### Wiring heat map

13 x 13 tiles, from dark blue (low) to red (high), scaled to the fullest tile. Values are wire area over tile area, all layers added.
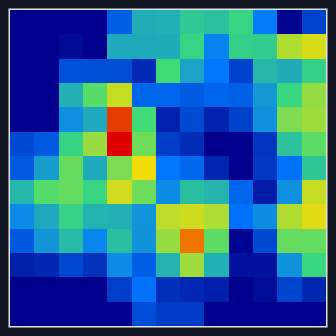
### Register map, names as in the netlist

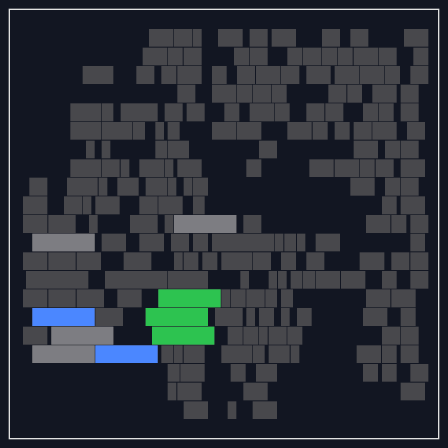
<file path="src/rtl/lsu_split_ctrl_pkg.sv">
// Shared LSU types: access size, sequencer states and the ALU operand-B selects
// that the sequencer overrides while it fetches the second word of a split access.
package lsu_split_ctrl_pkg;

    typedef enum logic [1:0] {
        LSU_WORD = 2'b00,
        LSU_HALF = 2'b01,
        LSU_BYTE = 2'b10
    } lsu_type_e;

    typedef enum logic [2:0] {
        IDLE,
        WAIT_GNT_MIS,
        WAIT_RVALID_MIS,
        WAIT_GNT,
        WAIT_RVALID
    } ls_fsm_e;

    typedef enum logic {
        OP_B_REG_OR_FWD,
        OP_B_IMM
    } op_b_sel_e;

    typedef enum logic [2:0] {
        IMM_B_I,
        IMM_B_S,
        IMM_B_B,
        IMM_B_U,
        IMM_B_J,
        IMM_B_INCR_PC,
        IMM_B_INCR_ADDR
    } imm_b_sel_e;

endpackage

</file>
<file path="src/rtl/lsu_split_ctrl_if.sv">
// EX-stage request, ALU address feedback and data-memory bus signals of the LSU sequencer.
// master = the sequencer itself, slave = the EX stage / memory side.
interface lsu_split_ctrl_if;
    import lsu_split_ctrl_pkg::*;

    logic        lsu_req_i;
    logic        lsu_we_i;
    lsu_type_e   lsu_type_i;
    logic [31:0] adder_result_i;
    logic        data_gnt_i;
    logic        data_rvalid_i;
    logic        data_err_i;

    logic        data_req_o;
    logic [31:0] data_addr_o;
    logic [3:0]  data_be_o;
    logic        data_we_o;
    logic        lsu_addr_incr_req_o;
    logic        busy_o;
    logic        lsu_done_o;
    logic        err_o;

    modport master (
        input  lsu_req_i, lsu_we_i, lsu_type_i, adder_result_i,
               data_gnt_i, data_rvalid_i, data_err_i,
        output data_req_o, data_addr_o, data_be_o, data_we_o,
               lsu_addr_incr_req_o, busy_o, lsu_done_o, err_o
    );

    modport slave (
        output lsu_req_i, lsu_we_i, lsu_type_i, adder_result_i,
               data_gnt_i, data_rvalid_i, data_err_i,
        input  data_req_o, data_addr_o, data_be_o, data_we_o,
               lsu_addr_incr_req_o, busy_o, lsu_done_o, err_o
    );

endinterface

</file>
<file path="src/rtl/lsu_split_ctrl_be_gen.sv">
// Byte-enable generator: maps access size and byte offset to the enables of the
// first or second word of an access, and flags accesses that straddle a word.
module lsu_split_ctrl_be_gen
    import lsu_split_ctrl_pkg::*;
(
    input  lsu_type_e  lsu_type,
    input  logic [1:0] offset,
    input  logic       phase2,
    output logic [3:0] be,
    output logic       misaligned
);

    always_comb begin
        be         = 4'b0000;
        misaligned = 1'b0;
        case (lsu_type)
            LSU_WORD: begin
                misaligned = (offset != 2'b00);
                if (!phase2) begin
                    be = 4'b1111 << offset;
                end else begin
                    case (offset)
                        2'd1:    be = 4'b0001;
                        2'd2:    be = 4'b0011;
                        2'd3:    be = 4'b0111;
                        default: be = 4'b0000;
                    endcase
                end
            end
            LSU_HALF: begin
                misaligned = (offset == 2'd3);
                if (!phase2) begin
                    case (offset)
                        2'd0:    be = 4'b0011;
                        2'd1:    be = 4'b0110;
                        2'd2:    be = 4'b1100;
                        default: be = 4'b1000;
                    endcase
                end else begin
                    be = (offset == 2'd3) ? 4'b0001 : 4'b0000;
                end
            end
            LSU_BYTE: begin
                be = phase2 ? 4'b0000 : (4'b0001 << offset);
            end
            default: begin
                be         = 4'b0000;
                misaligned = 1'b0;
            end
        endcase
    end

endmodule

</file>
<file path="src/rtl/lsu_split_ctrl.sv">
// Load/store sequencer: issues one or two word-aligned bus transactions per EX access,
// steering the ALU to addr+4 for the second word and stalling EX until the response.
module lsu_split_ctrl
    import lsu_split_ctrl_pkg::*;
#(
    parameter bit MisalignedEn = 1'b1
) (
    input logic              clk_i,
    input logic              rst_i,
    lsu_split_ctrl_if.master bus
);

    ls_fsm_e    state_q;
    logic       split_q;
    logic [1:0] offset_q;
    lsu_type_e  type_q;
    logic       we_q;

    logic       req_live;
    logic       in_idle;
    logic       phase2;
    logic       misaligned;
    logic       mis_fault;
    lsu_type_e  be_type;
    logic [1:0] be_offset;
    logic [3:0] be;
    logic       req;
    logic       done;
    logic       err;

    // A request seen while reset is held is not accepted, so every output stays low.
    assign req_live  = bus.lsu_req_i & ~rst_i;
    assign in_idle   = (state_q == IDLE);
    assign be_type   = in_idle ? bus.lsu_type_i : type_q;
    assign be_offset = in_idle ? bus.adder_result_i[1:0] : offset_q;
    assign phase2    = (state_q == WAIT_RVALID_MIS) | ((state_q == WAIT_GNT) & split_q);
    assign mis_fault = in_idle & req_live & misaligned & ~MisalignedEn;

    lsu_split_ctrl_be_gen u_be_gen (
        .lsu_type   (be_type),
        .offset     (be_offset),
        .phase2     (phase2),
        .be         (be),
        .misaligned (misaligned)
    );

    // Kept free of the address input so the ALU feedback path through adder_result_i has no loop.
    assign bus.lsu_addr_incr_req_o =
        ((state_q == WAIT_RVALID_MIS) & bus.data_rvalid_i & ~bus.data_err_i) |
        ((state_q == WAIT_GNT) & split_q);

    always_comb begin
        req  = 1'b0;
        done = 1'b0;
        err  = 1'b0;
        case (state_q)
            IDLE: begin
                if (req_live) begin
                    if (mis_fault) begin
                        done = 1'b1;
                        err  = 1'b1;
                    end else begin
                        req = 1'b1;
                    end
                end
            end
            WAIT_GNT_MIS, WAIT_GNT: begin
                req = 1'b1;
            end
            WAIT_RVALID_MIS: begin
                if (bus.data_rvalid_i) begin
                    if (bus.data_err_i) begin
                        done = 1'b1;
                        err  = 1'b1;
                    end else begin
                        req = 1'b1;
                    end
                end
            end
            WAIT_RVALID: begin
                if (bus.data_rvalid_i) begin
                    done = 1'b1;
                    err  = bus.data_err_i;
                end
            end
            default: begin
                req  = 1'b0;
                done = 1'b0;
                err  = 1'b0;
            end
        endcase
    end

    assign bus.data_req_o  = req;
    assign bus.data_addr_o = req ? {bus.adder_result_i[31:2], 2'b00} : 32'd0;
    assign bus.data_be_o   = req ? be : 4'b0000;
    assign bus.data_we_o   = req & (in_idle ? bus.lsu_we_i : we_q);
    assign bus.lsu_done_o  = done;
    assign bus.err_o       = err;
    assign bus.busy_o      = ~in_idle | (req_live & ~done);

    always_ff @(posedge clk_i or posedge rst_i) begin
        if (rst_i) begin
            state_q  <= IDLE;
            split_q  <= 1'b0;
            offset_q <= 2'b00;
            type_q   <= LSU_WORD;
            we_q     <= 1'b0;
        end else begin
            case (state_q)
                IDLE: begin
                    if (req_live) begin
                        split_q  <= misaligned;
                        offset_q <= bus.adder_result_i[1:0];
                        type_q   <= bus.lsu_type_i;
                        we_q     <= bus.lsu_we_i;
                        if (!mis_fault) begin
                            if (misaligned) begin
                                state_q <= bus.data_gnt_i ? WAIT_RVALID_MIS : WAIT_GNT_MIS;
                            end else begin
                                state_q <= bus.data_gnt_i ? WAIT_RVALID : WAIT_GNT;
                            end
                        end
                    end
                end
                WAIT_GNT_MIS: begin
                    if (bus.data_gnt_i) state_q <= WAIT_RVALID_MIS;
                end
                WAIT_RVALID_MIS: begin
                    if (bus.data_rvalid_i) begin
                        if (bus.data_err_i) begin
                            state_q <= IDLE;
                        end else begin
                            state_q <= bus.data_gnt_i ? WAIT_RVALID : WAIT_GNT;
                        end
                    end
                end
                WAIT_GNT: begin
                    if (bus.data_gnt_i) state_q <= WAIT_RVALID;
                end
                WAIT_RVALID: begin
                    if (bus.data_rvalid_i) state_q <= IDLE;
                end
                default: state_q <= IDLE;
            endcase
        end
    end

endmodule

</file>
<file path="src/flat_wrapper.sv">
// flat-port wrapper written by rule: the top's interface ports become plain ports
module lsu_split_ctrl_flat import lsu_split_ctrl_pkg::*;
#(
    parameter bit MisalignedEn = 1'b1
)
  (clk_i, rst_i, bus_lsu_req_i, bus_lsu_we_i, bus_lsu_type_i, bus_adder_result_i, bus_data_gnt_i, bus_data_rvalid_i, bus_data_err_i, bus_data_req_o, bus_data_addr_o, bus_data_be_o, bus_data_we_o, bus_lsu_addr_incr_req_o, bus_busy_o, bus_lsu_done_o, bus_err_o);
  lsu_split_ctrl_if bus_i ();
  input logic clk_i;
  input logic rst_i;
  input wire logic [$bits(bus_i.lsu_req_i)-1:0] bus_lsu_req_i;
  input wire logic [$bits(bus_i.lsu_we_i)-1:0] bus_lsu_we_i;
  input wire logic [$bits(bus_i.lsu_type_i)-1:0] bus_lsu_type_i;
  input wire logic [$bits(bus_i.adder_result_i)-1:0] bus_adder_result_i;
  input wire logic [$bits(bus_i.data_gnt_i)-1:0] bus_data_gnt_i;
  input wire logic [$bits(bus_i.data_rvalid_i)-1:0] bus_data_rvalid_i;
  input wire logic [$bits(bus_i.data_err_i)-1:0] bus_data_err_i;
  output wire logic [$bits(bus_i.data_req_o)-1:0] bus_data_req_o;
  output wire logic [$bits(bus_i.data_addr_o)-1:0] bus_data_addr_o;
  output wire logic [$bits(bus_i.data_be_o)-1:0] bus_data_be_o;
  output wire logic [$bits(bus_i.data_we_o)-1:0] bus_data_we_o;
  output wire logic [$bits(bus_i.lsu_addr_incr_req_o)-1:0] bus_lsu_addr_incr_req_o;
  output wire logic [$bits(bus_i.busy_o)-1:0] bus_busy_o;
  output wire logic [$bits(bus_i.lsu_done_o)-1:0] bus_lsu_done_o;
  output wire logic [$bits(bus_i.err_o)-1:0] bus_err_o;
  assign bus_i.lsu_req_i = bus_lsu_req_i;
  assign bus_i.lsu_we_i = bus_lsu_we_i;
  assign bus_i.lsu_type_i = bus_lsu_type_i;
  assign bus_i.adder_result_i = bus_adder_result_i;
  assign bus_i.data_gnt_i = bus_data_gnt_i;
  assign bus_i.data_rvalid_i = bus_data_rvalid_i;
  assign bus_i.data_err_i = bus_data_err_i;
  assign bus_data_req_o = bus_i.data_req_o;
  assign bus_data_addr_o = bus_i.data_addr_o;
  assign bus_data_be_o = bus_i.data_be_o;
  assign bus_data_we_o = bus_i.data_we_o;
  assign bus_lsu_addr_incr_req_o = bus_i.lsu_addr_incr_req_o;
  assign bus_busy_o = bus_i.busy_o;
  assign bus_lsu_done_o = bus_i.lsu_done_o;
  assign bus_err_o = bus_i.err_o;
  lsu_split_ctrl #(.MisalignedEn(MisalignedEn)) u_core (.clk_i(clk_i), .rst_i(rst_i), .bus(bus_i));
endmodule
</file>
<file path="config.mk">
export PLATFORM = sky130hd
export DESIGN_NAME = lsu_split_ctrl_flat
export DESIGN_NICKNAME = d
export VERILOG_FILES = /design/src/rtl/lsu_split_ctrl_pkg.sv /design/src/rtl/lsu_split_ctrl_if.sv /design/src/rtl/lsu_split_ctrl_be_gen.sv /design/src/rtl/lsu_split_ctrl.sv /design/src/flat_wrapper.sv
export SDC_FILE = /design/constraint.sdc
export NUM_CORES = 1
export LEC_CHECK = 0
export CAP_MARGIN = 10
export CORE_UTILIZATION = 30
export CTS_BUF_LIST = sky130_fd_sc_hd__clkbuf_16
export DETAILED_ROUTE_END_ITERATION = 8
export HOLD_SLACK_MARGIN = 0.05
export PLACE_DENSITY = 0.84
export SLEW_MARGIN = 5
export SYNTH_ARGS = -nofsm -noshare
export SYNTH_HDL_FRONTEND = slang
export SYNTH_SLANG_ARGS = --single-unit
</file>
<file path="constraint.sdc">
create_clock -name clk_i -period 6.2 [get_ports clk_i]
set_input_delay 1.24 -clock clk_i [delete_from_list [all_inputs] [get_ports clk_i]]
set_output_delay 1.24 -clock clk_i [all_outputs]
set_load 0.1 [all_outputs]
</file>
==> out/metrics.cfg <==
[clocking]
cts_tree=done
cts.clk_slew.worst_paths_ns=0.04
worst_skew_pair.late_latency_ns=0.23
ctsLongestPathBuffers=2
cts_root_buf=clkbuf_16
cts_made_buffers=3
cts_setup_buffers=0
hold_buffers=0
cts_resized=0
clock_sinks=9
h-tree-depth=1

[critical_path]
worstPathArrival_ns=3.37
path_buffers=3
slowest_delay_ns=0.41
critPathRequiredTime_ns=4.96
crit_chain=clkdlybuf4s50_1, mux2i_1, clkinv_1, ha_1, a311o_1, a221oi_2, buf_4
crit_end=bus_data_be_o[2]
r2r_cells=11
critPathMaxFanout=5
startpoint=bus_adder_result_i[1]
crit_type=in -> out
crit_slowest_cell=clkdlybuf4s50_1
crit_cells=7
reg2reg_slack_ns=3.23
setup.worst_path.end_class=output port
worstSetupStartpointType=input port
crit_family=buffers and inverters
reg2reg_to=u_core.state_q[1]$_DFFE_PP0P_

[timing]
fin_crit_sh_pct=74.28
whs_ns=0.4984
grt_setup_unrepaired=false
slew_viol_final=0
setup_viol=0
period_minus_slack_ns=4.606
hold_violations=0
tightest_slew_ns=0.9784
slew_headroom_pct=34.57
fmax_ghz=0.2171
fin_skew_ns=0.002910
setup_tns_ns=0

[finish]
comb_area_share_pct=41.87
clkbuf_count=3
nMultiInputCombCells=111
post-route-util_pct=56.08
lay_top_count=clkdlybuf4s50_1
clk_share_pct=4.115
final_cell_mix=clkdlybuf4s50_1 (44), buf_4 (37), and2_1 (30), inv_1 (9), dfrtp_1 (9)
n_all_buffers=81
largest_registers=u_core.state_q: 3 flops, u_core.offset_q: 2 flops, u_core.type_q: 2 flops
num_antenna_cells=0
n_all_inverters=9
drive_gt1_share_pct=24.77
area_delta_synth_final_pct=74.18
instances_no_fill=260
largest_class=multi-input combinational cells
layout.nets=263
seq_cells=9
flop_area_um2=225.2
logic_area_um2=802.0
fillers=320
sh_seq_area_pct=11.76
nonClkBufAreaFrac_pct=37.49

[yosys]
syn_area_mm2=0.001100
simple_gate_share_pct=37.20
most_common_cell=and2_1
ys_top_cells_by_area=dfrtp_1 (20%), and2_1 (17%), mux2_2 (8.2%)
fa_ha_area_share_pct=7.964
ys_ff=9
mux_share_pct=14.56
common_cells=and2_1 (30), dfrtp_1 (9), inv_1 (8), mux2_2 (8), nand2_1 (8)
ys_chip_area_mm2=0.001100
synth_cells=136
syn_area_per_cell_um2=8.087
edf_count=0
xor_area_share_pct=0
yosys_warnings=0
top_area_share_pct=20.48
topCombFamilyByArea=simple AND/OR/NAND/NOR gates
largest_area_cell=dfrtp_1
aoi_share_pct=11.95
postSynthSeqShare_pct=20.48
ys_cells=136
ys_types=37
async_reset_ff_share_pct=100.0
flop_cell=dfrtp_1

[floorplanning]
io_pins=83
chipHeight_um=62.55
fp_util_pct=32.20
taps=46
core-area_mm2=0.003416
num_rows=21
die_w_um=62.55

[grt]
antenna_found_initial=0
grtUsageMet1_pct=18.22
grt_pass1_vias=1118
busiest_layer=met2
grt_pass1_wl_um=4988
overflow=0
grt_max_degree=26
grt.met2_usage_pct=27.45

[flow_run]
openroad.warnings=31
maxCapViolCount=0

[min_path]
whs_endpoint=u_core.offset_q[1]$_DFFE_PP0P_
hold_path.class=reg -> reg
hp-start=u_core.offset_q[1]$_DFFE_PP0P_
holdPathStages=1

[placed_design]
place.port_buffers=80
dp.cells=256
place_congestion=0.8698
dp_hpwl_um=2377
place_area_mm2=0.001837

[routing]
antenna_left=0
wl_met2_um=1453
first_pass_iters=4
first_iter_violations=23
num_vias=1221
post-route-drc-count=0
dr_wl_met3_um=262
wl_met1_um=1191
viasPerCell=4.696

[outcome]
outcome=finished clean

-- 'Wiring heat map' (at the start) --
tiles over half the peak	20%
nearly empty tiles	20%
mean over tiles	0.12
total track usage: 15.50%
wire per inst: 11.18 µm
wirelength, routed: 2907 µm

-- 'Register map, names as in the netlist' (at the start) --
color	signal	placed flops
blue	u_core.type_q	2
green	u_core.state_q	3

